**src/rtl/pipe_hazard_ctrl_pkg.sv**
```systemverilog
// Shared definitions for the 5-stage 8-bit pipeline control slice.
package pipe_pkg;

    localparam int REG_ADDR_W = 3;
    localparam int DATA_W     = 8;
    localparam int PC_W       = 12;

    typedef enum logic [1:0] {
        RUN        = 2'd0,
        LU_STALL   = 2'd1,
        MEM_WAIT   = 2'd2,
        FLUSH_PEND = 2'd3
    } hzState_t;

endpackage

```
**src/rtl/pipe_hazard_ctrl_sat_counter.sv**
```systemverilog
// Debug event counter that sticks at all-ones instead of wrapping.
module sat_counter #(
    parameter int CNT_W = 16
) (
    input  logic             clk,
    input  logic             rst,
    input  logic             inc,
    input  logic             clr,
    output logic [CNT_W-1:0] count
);

    localparam logic [CNT_W-1:0] ONE = {{(CNT_W-1){1'b0}}, 1'b1};

    // Clear wins over increment; an increment at all-ones is dropped.
    always_ff @(posedge clk or posedge rst) begin
        if (rst) begin
            count <= '0;
        end else if (clr) begin
            count <= '0;
        end else if (inc && (count != '1)) begin
            count <= count + ONE;
        end
    end

endmodule

```
**src/rtl/pipe_hazard_ctrl.sv**
```systemverilog
// Stall/flush sequencer: drives PC and pipeline-register enables and clears
// for load-use stalls, taken-branch flushes and data-memory wait freezes.
module pipe_hazard_ctrl
    import pipe_pkg::*;
#(
    parameter int LOAD_STALL = 1,
    parameter int CNT_W      = 16
) (
    input  logic                  clk,
    input  logic                  rst,
    input  logic [REG_ADDR_W-1:0] id_rs,
    input  logic [REG_ADDR_W-1:0] id_rt,
    input  logic                  id_use_rs,
    input  logic                  id_use_rt,
    input  logic                  exe_memRd,
    input  logic                  exe_regWr,
    input  logic [REG_ADDR_W-1:0] exe_rd,
    input  logic                  br_taken,
    input  logic                  mem_busy,
    input  logic                  cnt_clr,
    output logic                  pc_en,
    output logic                  if_id_en,
    output logic                  if_id_flush,
    output logic                  id_exe_en,
    output logic                  id_exe_bubble,
    output logic                  exe_mem_en,
    output logic [1:0]            state,
    output logic [CNT_W-1:0]      stall_cnt,
    output logic [CNT_W-1:0]      flush_cnt
);

    localparam logic [2:0] LS_RELOAD = 3'(LOAD_STALL - 1);

    hzState_t   curState;
    hzState_t   nextState;
    logic [2:0] luCnt;
    logic [2:0] luCntNext;
    logic       pending;
    logic       pendingNext;
    logic       lu;
    logic       resumeStall;

    assign lu = exe_memRd & exe_regWr &
                ((id_use_rs & (id_rs == exe_rd)) | (id_use_rt & (id_rt == exe_rd)));

    // A stall is still owed if we are in LU_STALL or a memory wait interrupted one.
    assign resumeStall = (curState == LU_STALL) || ((curState == MEM_WAIT) && (luCnt != 3'd0));

    assign state = curState;

    // Priority decode: memory freeze, then flush, then load-use stall, then run.
    always_comb begin
        pc_en         = 1'b1;
        if_id_en      = 1'b1;
        if_id_flush   = 1'b0;
        id_exe_en     = 1'b1;
        id_exe_bubble = 1'b0;
        exe_mem_en    = 1'b1;
        nextState     = RUN;
        luCntNext     = luCnt;
        pendingNext   = pending;
        if (rst) begin
            pc_en      = 1'b0;
            if_id_en   = 1'b0;
            id_exe_en  = 1'b0;
            exe_mem_en = 1'b0;
        end else if (mem_busy) begin
            pc_en      = 1'b0;
            if_id_en   = 1'b0;
            id_exe_en  = 1'b0;
            exe_mem_en = 1'b0;
            nextState  = MEM_WAIT;
            if (br_taken) begin
                pendingNext = 1'b1;
            end
        end else if (br_taken || pending) begin
            if_id_flush   = 1'b1;
            id_exe_bubble = 1'b1;
            luCntNext     = 3'd0;
            pendingNext   = 1'b0;
            nextState     = RUN;
        end else if (resumeStall) begin
            pc_en         = 1'b0;
            if_id_en      = 1'b0;
            id_exe_bubble = 1'b1;
            luCntNext     = (luCnt == 3'd0) ? 3'd0 : luCnt - 3'd1;
            nextState     = (luCnt <= 3'd1) ? RUN : LU_STALL;
        end else if (lu) begin
            pc_en         = 1'b0;
            if_id_en      = 1'b0;
            id_exe_bubble = 1'b1;
            if (LOAD_STALL > 1) begin
                luCntNext = LS_RELOAD;
                nextState = LU_STALL;
            end else begin
                nextState = RUN;
            end
        end else begin
            nextState = RUN;
        end
    end

    // Sequencer state, remaining stall count and deferred-flush flag.
    always_ff @(posedge clk or posedge rst) begin
        if (rst) begin
            curState <= RUN;
            luCnt    <= 3'd0;
            pending  <= 1'b0;
        end else begin
            curState <= nextState;
            luCnt    <= luCntNext;
            pending  <= pendingNext;
        end
    end

    sat_counter #(.CNT_W(CNT_W)) uStallCnt (
        .clk   (clk),
        .rst   (rst),
        .inc   (~pc_en),
        .clr   (cnt_clr),
        .count (stall_cnt)
    );

    sat_counter #(.CNT_W(CNT_W)) uFlushCnt (
        .clk   (clk),
        .rst   (rst),
        .inc   (if_id_flush),
        .clr   (cnt_clr),
        .count (flush_cnt)
    );

    flushNeedsPc: assert property (@(posedge clk) disable iff (rst) if_id_flush |-> pc_en);
    bubbleNeedsEn: assert property (@(posedge clk) disable iff (rst) id_exe_bubble |-> id_exe_en);
    pcNeedsIfId: assert property (@(posedge clk) disable iff (rst) pc_en |-> if_id_en);

endmodule

```
**config.mk**
```make
export PLATFORM = sky130hd
export DESIGN_NAME = pipe_hazard_ctrl
export DESIGN_NICKNAME = d
export VERILOG_FILES = /design/src/rtl/pipe_hazard_ctrl_pkg.sv /design/src/rtl/pipe_hazard_ctrl_sat_counter.sv /design/src/rtl/pipe_hazard_ctrl.sv
export SDC_FILE = /design/constraint.sdc
export NUM_CORES = 1
export LEC_CHECK = 0
export ABC_CLOCK_PERIOD_IN_PS = 2610
export CAP_MARGIN = 0
export CORE_MARGIN = 2
export CORE_UTILIZATION = 49
export CTS_CLUSTER_SIZE = 20
export DETAILED_ROUTE_END_ITERATION = 6
export MAX_ROUTING_LAYER = met4
export PLACE_DENSITY = 0.8
export SLEW_MARGIN = 0
export SYNTH_ARGS = -nofsm -noshare
export SYNTH_HDL_FRONTEND = slang
export SYNTH_SLANG_ARGS = --single-unit
```
**constraint.sdc**
```tcl
create_clock -name clk -period 2.61 [get_ports clk]
set_input_delay 0.3915 -clock clk [delete_from_list [all_inputs] [get_ports clk]]
set_output_delay 0.3915 -clock clk [all_outputs]
set_load 0.05 [all_outputs]
```
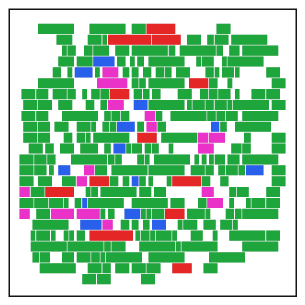
*Sizing map*
Drawn at 4 px/µm.
[_2 cells] blue | cells: 13
[_0 and _1 cells] green | cells: 250
[_3 and _4 cells] magenta | cells: 17
[_6 and larger] red | cells: 12

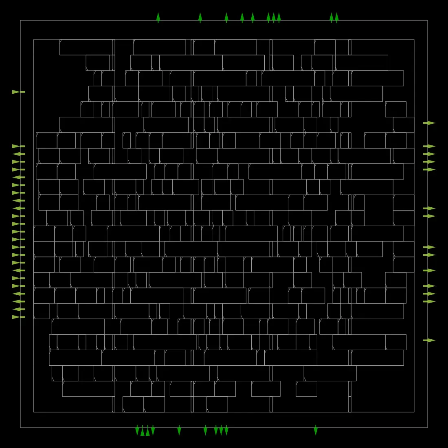
*Placement view*
CORE AREA: 4350 µm²
Layout Cells excl Fill: 344
fill count: 327
Seq area share: 31.4%

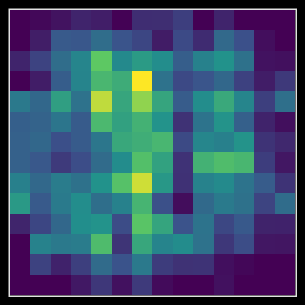
*Wiring heat map*
Drawn at 4 px/µm. 14 x 14 tiles, from dark purple (low) to yellow (high), scaled to the fullest tile. Values are wire area over tile area, all layers added.
densest ninth of the die: centre
mean over tiles: 0.15
fullest tile: 0.51
nearly empty tiles: 11%
DR vias: 1921
WL/cell: 14.5 µm
Tot GR Track Use: 21.8%
final WL: 4.98 mm

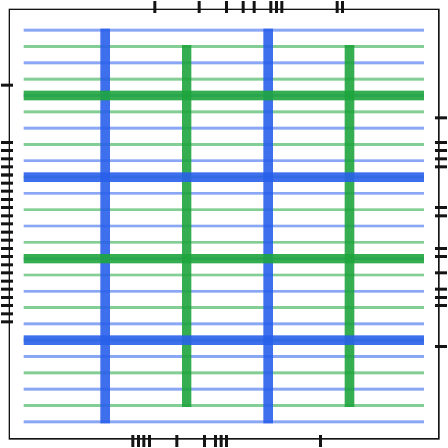
*Supply network*
Drawn at 6 px/µm. Pins as bars on the die edge.
[VDD] green
[VSS] blue
met4 straps: 4
met5 straps: 4
Die Span X: 71.4 µm
Chip Height: 71.4 µm
Worst VDD drop: 0.000282 V

[per-stage QoR]
| step | instances | worst slack, ns | utilization, % | area, µm² | hold slack (ns) |
|---|---|---|---|---|---|
| after floorplan | 230 | 0.0934 | - | 2220 | 0.457 |
| after global placement | 336 | 0.134 | 66.2 | 2880 | 0.525 |
| after detailed placement | 336 | 0.0700 | 66.2 | 2880 | 0.538 |
| after CTS | 344 | 0.0632 | 69.5 | 3020 | 0.553 |
| after global routing | 344 | 0.123 | 69.6 | 3030 | 0.577 |
| final | 344 | 0.224 | 69.6 | 3030 | 0.558 |
[kinds of logic after synthesis]
logic type	synth area share, %
adder cells (fa/ha/maj)	1.13
XOR/XNOR	7.88
buffers and inverters	3.83
AND/OR/NAND/NOR	29.3
multiplexers	4.84
flip-flops	42.8
AND-OR/OR-AND	10.2
==> flow_metrics.tcl <==
# implementation run metrics
set metrics [dict create \
    seqCellArea_um2 951 \
    flops 38 \
    synth_stat.cells 230 \
    p_comb_uw 209 \
    end_kind "output pin" \
    intPower_mw 1.09 \
    drt_iter0_markers 53 \
    first_pass_iters 4 \
    tightestPinTransition_ns 0.660 \
    dominant_cells "multi-input combinational cells" \
    grtUsageMet1_pct 27.4 \
    top_regs "uFlushCnt.count: 16 flops, uStallCnt.count: 16 flops, luCnt: 3 flops" \
    cts_resized 0 \
    fin_tns_setup_ns 0 \
    dr_wl_met2_mm 2.55 \
    clkSinkCount 38 \
    r2r_slack_ns 0.54 \
    cts_tree "yes" \
    top_area_share_pct 42.8 \
    synth_area_leader_cell "dfrtp_1" \
    p_seq_share_pct 42.1 \
    p_leak_nw 1.26 \
    yosysWarnings 0 \
    max_freq_mhz 419 \
    overflow 0 \
    ant_nets 0 \
    required_ns 2.22 \
    hp-class "reg -> reg" \
    tool_warnings 26 \
    cts_max_path_buffers 2 \
    crit_fanout 11 \
    rsz0062_at_grt "false" \
    comb_share_pct 39.4 \
    outcome "completed" \
    dr_wl_met3_um 252 \
    power_leader "clock" \
    taps 52 \
    power_mw 1.44 \
    met3_usage_pct 4.78 \
    grt_pass1_vias 1888 \
    cp_top_family "buffers and inverters" \
    p_seq_uw 608 \
    ys_async_sr_fraction_pct 100 \
    crit_path_cell_trace "clkdlybuf4s50_1, or2_1, inv_2, o21ai_1, o21ai_4, buf_12" \
    switching_power_uw 349 \
    finalClockSkew_ns 0.0103 \
    inv_count 7 \
    yosys_area_um2 2220 \
    min_period_ns 2.39 \
    grt_max_degree 39 \
    root_buffer "clkbuf_8" \
    die_area_um2 5090 \
    syn-cell-area_um2 2220 \
    drc_errors 0 \
    avgViaCountPerCell 5.58 \
    hold_viol 0 \
    p_clk_uw 626 \
    nNonClkBuffers 63 \
    syn_inst 230 \
    io_pins 58 \
    timing.final.crit_share_pct 91.4 \
    rr_endpoint "uStallCnt.count[15]" \
    setup_violations 0 \
    max-slew-margin-rel_pct 55.9 \
    endpoint "pc_en" \
    ys_top_cells_by_count "dfrtp_1, nor2_1, nand2_1, xnor2_1" \
    grt_antenna_before_repair 0 \
    edf_count 0 \
    reg2reg_depth 7 \
    gp_congestion 0.818 \
    arrival_ns 1.99 \
    top_usage_layer "met2" \
    p_clk_share_pct 43.4 \
    cts-buffers-inserted 5 \
    rows 24 \
    top_layer "met4" \
    use_met2_pct 35.0 \
    r2r-start "uStallCnt.count[0]" \
    synth_cell_type_count 52 \
    cp.buffers_inverters 3 \
    clk_latency_ns 0.30 \
    postCtsHoldBufs 0 \
]
